**Run 1: close-up of the layout**

Window x 12 to 52, y 25 to 65 microns. Cells in gray, sequential cells in the stronger gray; small squares are vias.
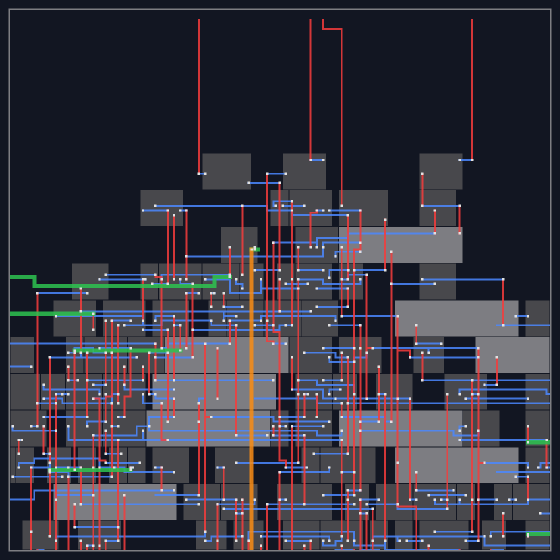
**Run 1: gate-type map**

Drawn at 8 px/micron.
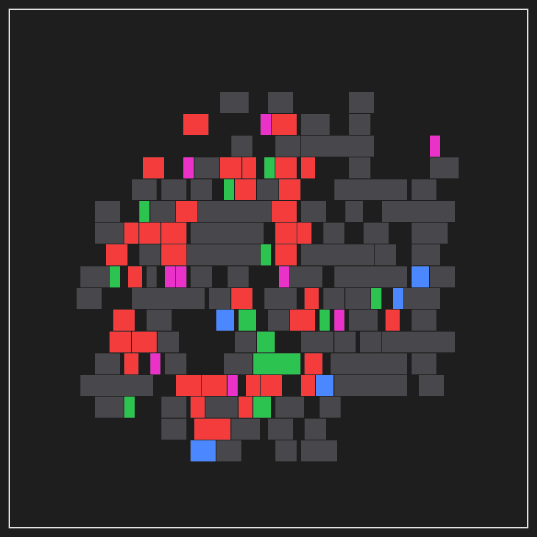
**Run 1: met2 routing**

Drawn at 4 px/micron. Cells faint in the background.
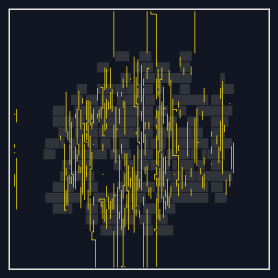
**Run 1: sequential cells grouped by signal name**

Drawn at 8 px/micron. Other sequential cells in the stronger gray, the rest of the logic in the fainter gray.
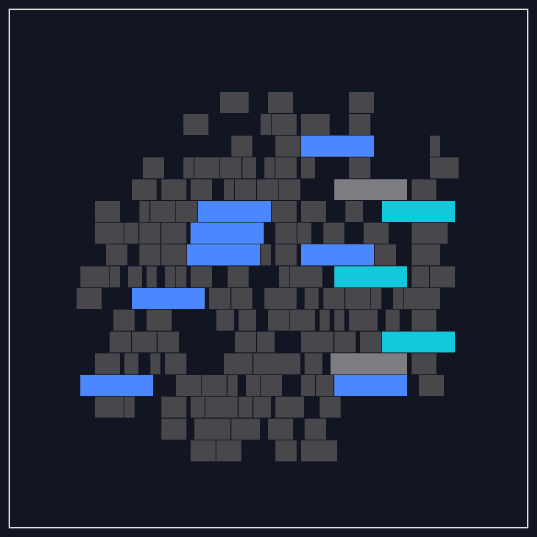
==> config.mk <==
export PLATFORM = sky130hd
export DESIGN_NAME = shift_reg_param
export DESIGN_NICKNAME = d
export VERILOG_FILES = /design/src/rtl/shift_reg_param.sv
export SDC_FILE = /design/constraint.sdc
export NUM_CORES = 1
export LEC_CHECK = 0
export ABC_AREA = 0
export CORE_MARGIN = 8
export CORE_UTILIZATION = 38
export CTS_CLUSTER_SIZE = 20
export DETAILED_ROUTE_END_ITERATION = 6
export PLACE_DENSITY = 0.69
export SLEW_MARGIN = 15
export SYNTH_ARGS = -nofsm -noshare
export SYNTH_HDL_FRONTEND = slang
export SYNTH_SLANG_ARGS = --single-unit
==> constraint.sdc <==
create_clock -name clk -period 1.4 [get_ports clk]
set_input_delay 0.28 -clock clk [delete_from_list [all_inputs] [get_ports clk]]
set_output_delay 0.28 -clock clk [all_outputs]
set_load 0.01 [all_outputs]
==> results.py, run 1 <==
# Metrics from the implementation run
metrics = {
    "worst_hold_path": {
        "hp-class": "in -> async",
    },
    "setup_path": {
        "path_depth": 5,
        "rr_worst_depth": 5,
        "critPathCaptureType": "flop",
        "arrival_ps": 1620,
        "worst_path_dominant_cell_family": "simple AND/OR/NAND/NOR gates",
        "crit_slowest_cell": "dfrtp_2",
        "ff2ff_setup_slack_ps": -40,
        "cpPeakStageDelay_ps": 410,
        "crit_type": "reg -> reg",
        "path_max_fanout": 6,
    },
    "synth": {
        "numSynthFlops": 13,
        "topCellsByArea": "dfrtp_1, a22o_1, a21oi_1, o31ai_1, a21boi_0",
        "ys_area_sq_um": 898,
        "syn-cell-area_sq_um": 898,
        "aoi_share_pct": 34.0,
        "xor_share_pct": 0.975,
        "synthArstFlopShare_pct": 100,
        "edf_count": 0,
        "flop_cell": "dfrtp_1",
        "syn_inst": 100,
        "syn_nets": 117,
        "ys_warn_count": 0,
        "yosys_cells": 100,
        "top_area_share_pct": 36.2,
    },
    "floorplan": {
        "fp_util_pct": 40.2,
        "chipArea_sq_um": 4180,
        "core_sq_um": 2230,
        "fp.dieW_microns": 64.6,
        "die_y_microns": 64.6,
        "io_pins": 26,
    },
    "timing": {
        "fmax_mhz": 694,
        "min_period_over_period_pct": 103,
        "rsz0062_at_grt": "yes",
        "tightest_slew_ps": 279,
        "holdWs_ps": 225,
        "relSlewSlack_pct": 81.3,
        "hold_viol": 0,
        "layout_setup_ws_ps": -40.9,
        "fin_worst_skew_ps": 8.77,
        "setup_viol": 8,
    },
    "global_route": {
        "use_met3_pct": 5.15,
        "use_met1_pct": 14.8,
        "grt_overflow": 0,
        "grt_max_degree": 19,
        "antenna_found_initial": 0,
        "track_usage_pct": 12.3,
    },
    "finish": {
        "nNetsFinal": 158,
        "inv_count": 9,
        "final.fill_count": 209,
        "antennaDiodeCount": 0,
        "area_growth_pct": 46.5,
        "buffers": 45,
        "design.seq.count": 13,
        "largest_class": "logic gates",
        "layout-drive-gt1-share_pct": 25.7,
    },
    "power": {
        "seq-power_uw": 689,
        "p_total_mw": 2.32,
        "clk-power_uw": 237,
        "switching_power_uw": 912,
        "swShare_pct": 39.2,
        "powerComb_mw": 1.40,
        "maxPowerGroup": "combinational cells",
        "clockPowerShare_pct": 10.2,
    },
    "clock_network": {
        "cts_root_buf": "clkbuf_4",
        "cts_resized": 21,
        "clk_latency_ps": 280,
        "cts_buffer_depth": 2,
    },
    "detailed_routing": {
        "met1Wirelength_mm": 1.11,
        "detail-route-antenna-nets": 0,
        "wl_met2_mm": 1.10,
        "routed.top_layer": "met4",
        "wl_per_cell_microns": 14.2,
        "detail_route.vias_per_cell": 5.30,
    },
    "run_status": {
        "status": "finished with violations",
        "violations": "negative setup slack",
    },
    "placed_design": {
        "hpwlAfterDp_mm": 1.85,
        "io_buffers": 25,
        "dp_slack_ps": -504,
    },
}
## Picture notes: 'close-up of the layout'
[M2] red
[M3] green
[M1] blue
[M4] orange
most frequent: buf_4 (12), dfrtp_1 (9), a22o_1 (8)
sequential cells in the window: 9
cells with their middle in the window: 88

## Picture notes: 'gate-type map'
[inv cells] magenta | cells: 9 | most used: inv_1
[aoi and oai cells] red | cells: 37 | most used: a21oi_1 | where: middle
[nand cells] blue | cells: 5 | most used: nand2b_1
[nor cells] green | cells: 12 | most used: nor2_1
Comb/total area: 38.1%
most numerous logic cell after layout: buf_4
non-filler cells, final: 168

## Picture notes: 'met2 routing'
share of all routed wire: 46%
main direction: vertical
met2 usage: 19.8%
routed wire length: 2.39 mm
via count: 891

## Picture notes: 'sequential cells grouped by signal name'
[`cnt_q`] cyan | sequential cells: 3
[`Q`] blue | sequential cells: 8
post-layout util: 58.9%
register area: 327 sq um
fraction of area in registers: 24.8%

==> run 1 -> run 2 <==
CELL_PAD_IN_SITES_DETAIL_PLACEMENT = 1   (was default)
CELL_PAD_IN_SITES_GLOBAL_PLACEMENT = 1   (was default)
CORE_UTILIZATION = 31   (was 38)
PLACE_DENSITY = default   (was 0.69)
PLACE_DENSITY_LB_ADDON = 0.1   (was default)
SLEW_MARGIN = 20   (was 15)
**Run 2: gate-type map**

Drawn at 6 px/micron.
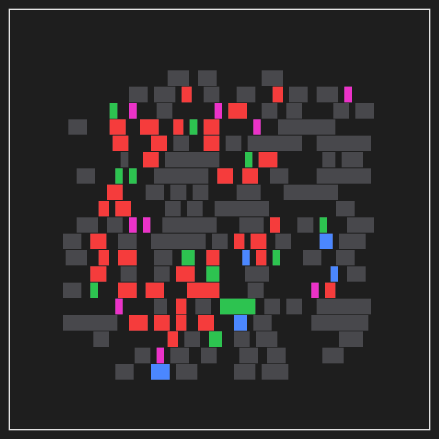
[nor cells] green | cells: 12 | most used: nor2_1
[aoi and oai cells] red | cells: 37
[nand cells] blue | cells: 5
[inv cells] magenta | cells: 9 | most used: inv_1
non-filler cells, final: 176
Comb/total area: 36.6%

==> run 2 against run 1 <==
Net effect:
- the run still ends with negative setup slack left
- utilization is 9.8 points lower
- synthesized cell count unchanged
- sequential power increased by 3.9%
- non-clock buffer count is 5 higher
- setup slack better by 20 ps
- global-route usage is 0.50 points higher
- clock skew shrank 3.9 ps
- first-iteration DRC count shrank 30%
- clock power is essentially flat
- design area is 2.9% higher
- via count is 5.5% higher
- critical endpoint is now Q[7]
==> results.py, run 2 <==
# Metrics from the implementation run
metrics = {
    "setup_path": {
        "worst_path_dominant_cell_family": "simple AND/OR/NAND/NOR gates",
        "cpPeakStageDelay_ps": 410,
        "critPathCaptureType": "flop",
        "ff2ff_setup_slack_ps": -20,
        "crit_type": "reg -> reg",
        "crit_slowest_cell": "dfrtp_2",
        "path_depth": 4,
        "arrival_ps": 1610,
        "path_max_fanout": 3,
        "rr_worst_depth": 4,
    },
    "synth": {
        "ys_warn_count": 0,
        "synthArstFlopShare_pct": 100,
        "edf_count": 0,
        "syn_inst": 100,
        "syn_nets": 117,
        "adder_share_pct": 2.79,
        "flop_cell": "dfrtp_1",
        "ys_area_sq_um": 898,
        "synth_seq_share_pct": 36.2,
        "yosys_cells": 100,
        "top_area_share_pct": 36.2,
        "aoi_share_pct": 34.0,
        "numSynthFlops": 13,
        "syn-cell-area_sq_um": 898,
        "topCellsByArea": "dfrtp_1, a22o_1, a21oi_1, o31ai_1, a21boi_0",
    },
    "clock_network": {
        "cts_resized": 23,
        "cts_tree": "yes",
        "path_clk_slew_ps": 80,
        "clk_latency_ps": 290,
        "cts_root_buf": "clkbuf_4",
        "cts_buffer_depth": 2,
    },
    "floorplan": {
        "fp_util_pct": 32.6,
        "core_sq_um": 2760,
        "io_pins": 26,
        "fp.dieW_microns": 69.8,
        "chipArea_sq_um": 4880,
        "die_y_microns": 69.8,
    },
    "finish": {
        "buffers": 50,
        "largest_class": "logic gates",
        "antennaDiodeCount": 0,
        "layout-drive-gt1-share_pct": 28.3,
        "nNetsFinal": 163,
        "utilization_pct": 49.1,
        "inv_count": 9,
        "area_growth_pct": 50.8,
        "final_common_cell": "buf_4",
        "seq_area_share_pct": 24.2,
        "regArea_sq_um": 328,
        "final.fill_count": 338,
        "design.seq.count": 13,
        "bufAreaShareNonClock_pct": 31.9,
    },
    "timing": {
        "hold_viol": 0,
        "setup_viol": 7,
        "fmax_mhz": 704,
        "layout_setup_ws_ps": -21.2,
        "min_period_over_period_pct": 102,
        "fin_worst_skew_ps": 4.85,
        "rsz0062_at_grt": "yes",
        "holdWs_ps": 280,
        "tightest_slew_ps": 287,
    },
    "flow_run": {
        "tool_warnings": 29,
    },
    "global_route": {
        "track_usage_pct": 12.8,
        "antenna_found_initial": 0,
        "use_met3_pct": 4.43,
        "grt_overflow": 0,
        "grt_pass1_wl_mm": 5.10,
        "grt_max_degree": 19,
        "use_met1_pct": 14.6,
    },
    "run_status": {
        "violations": "negative setup slack",
        "status": "finished with violations",
    },
    "power": {
        "seq-power_uw": 716,
        "clk-power_uw": 240,
        "powerComb_mw": 1.45,
        "p_total_mw": 2.41,
        "switching_power_uw": 976,
        "clockPowerShare_pct": 10.0,
        "swShare_pct": 40.5,
        "maxPowerGroup": "combinational cells",
        "leakagePower_nw": 0.652,
    },
    "worst_hold_path": {
        "hp-class": "in -> async",
    },
    "placed_design": {
        "io_buffers": 25,
        "dp_slack_ps": -525,
        "hpwlAfterDp_mm": 2.24,
    },
    "detailed_routing": {
        "wl_met2_mm": 1.45,
        "routed.top_layer": "met4",
        "drtIter0Drc": 16,
        "detail-route-antenna-nets": 0,
        "met1Wirelength_mm": 1.30,
        "detail_route.vias_per_cell": 5.34,
        "wl_per_cell_microns": 16.6,
    },
}
**Run 2: met2 routing**

Drawn at 4 px/micron. Cells faint in the background.
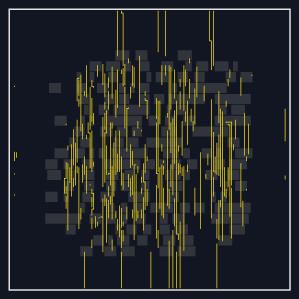
wire length on this layer: 1450 microns
main direction: vertical
nets with wire on the layer: 149
routed wire length: 2.92 mm
met2 usage: 21.4%
via count: 940

Power figures rest on the tool's default switching activity, not on a simulated workload.
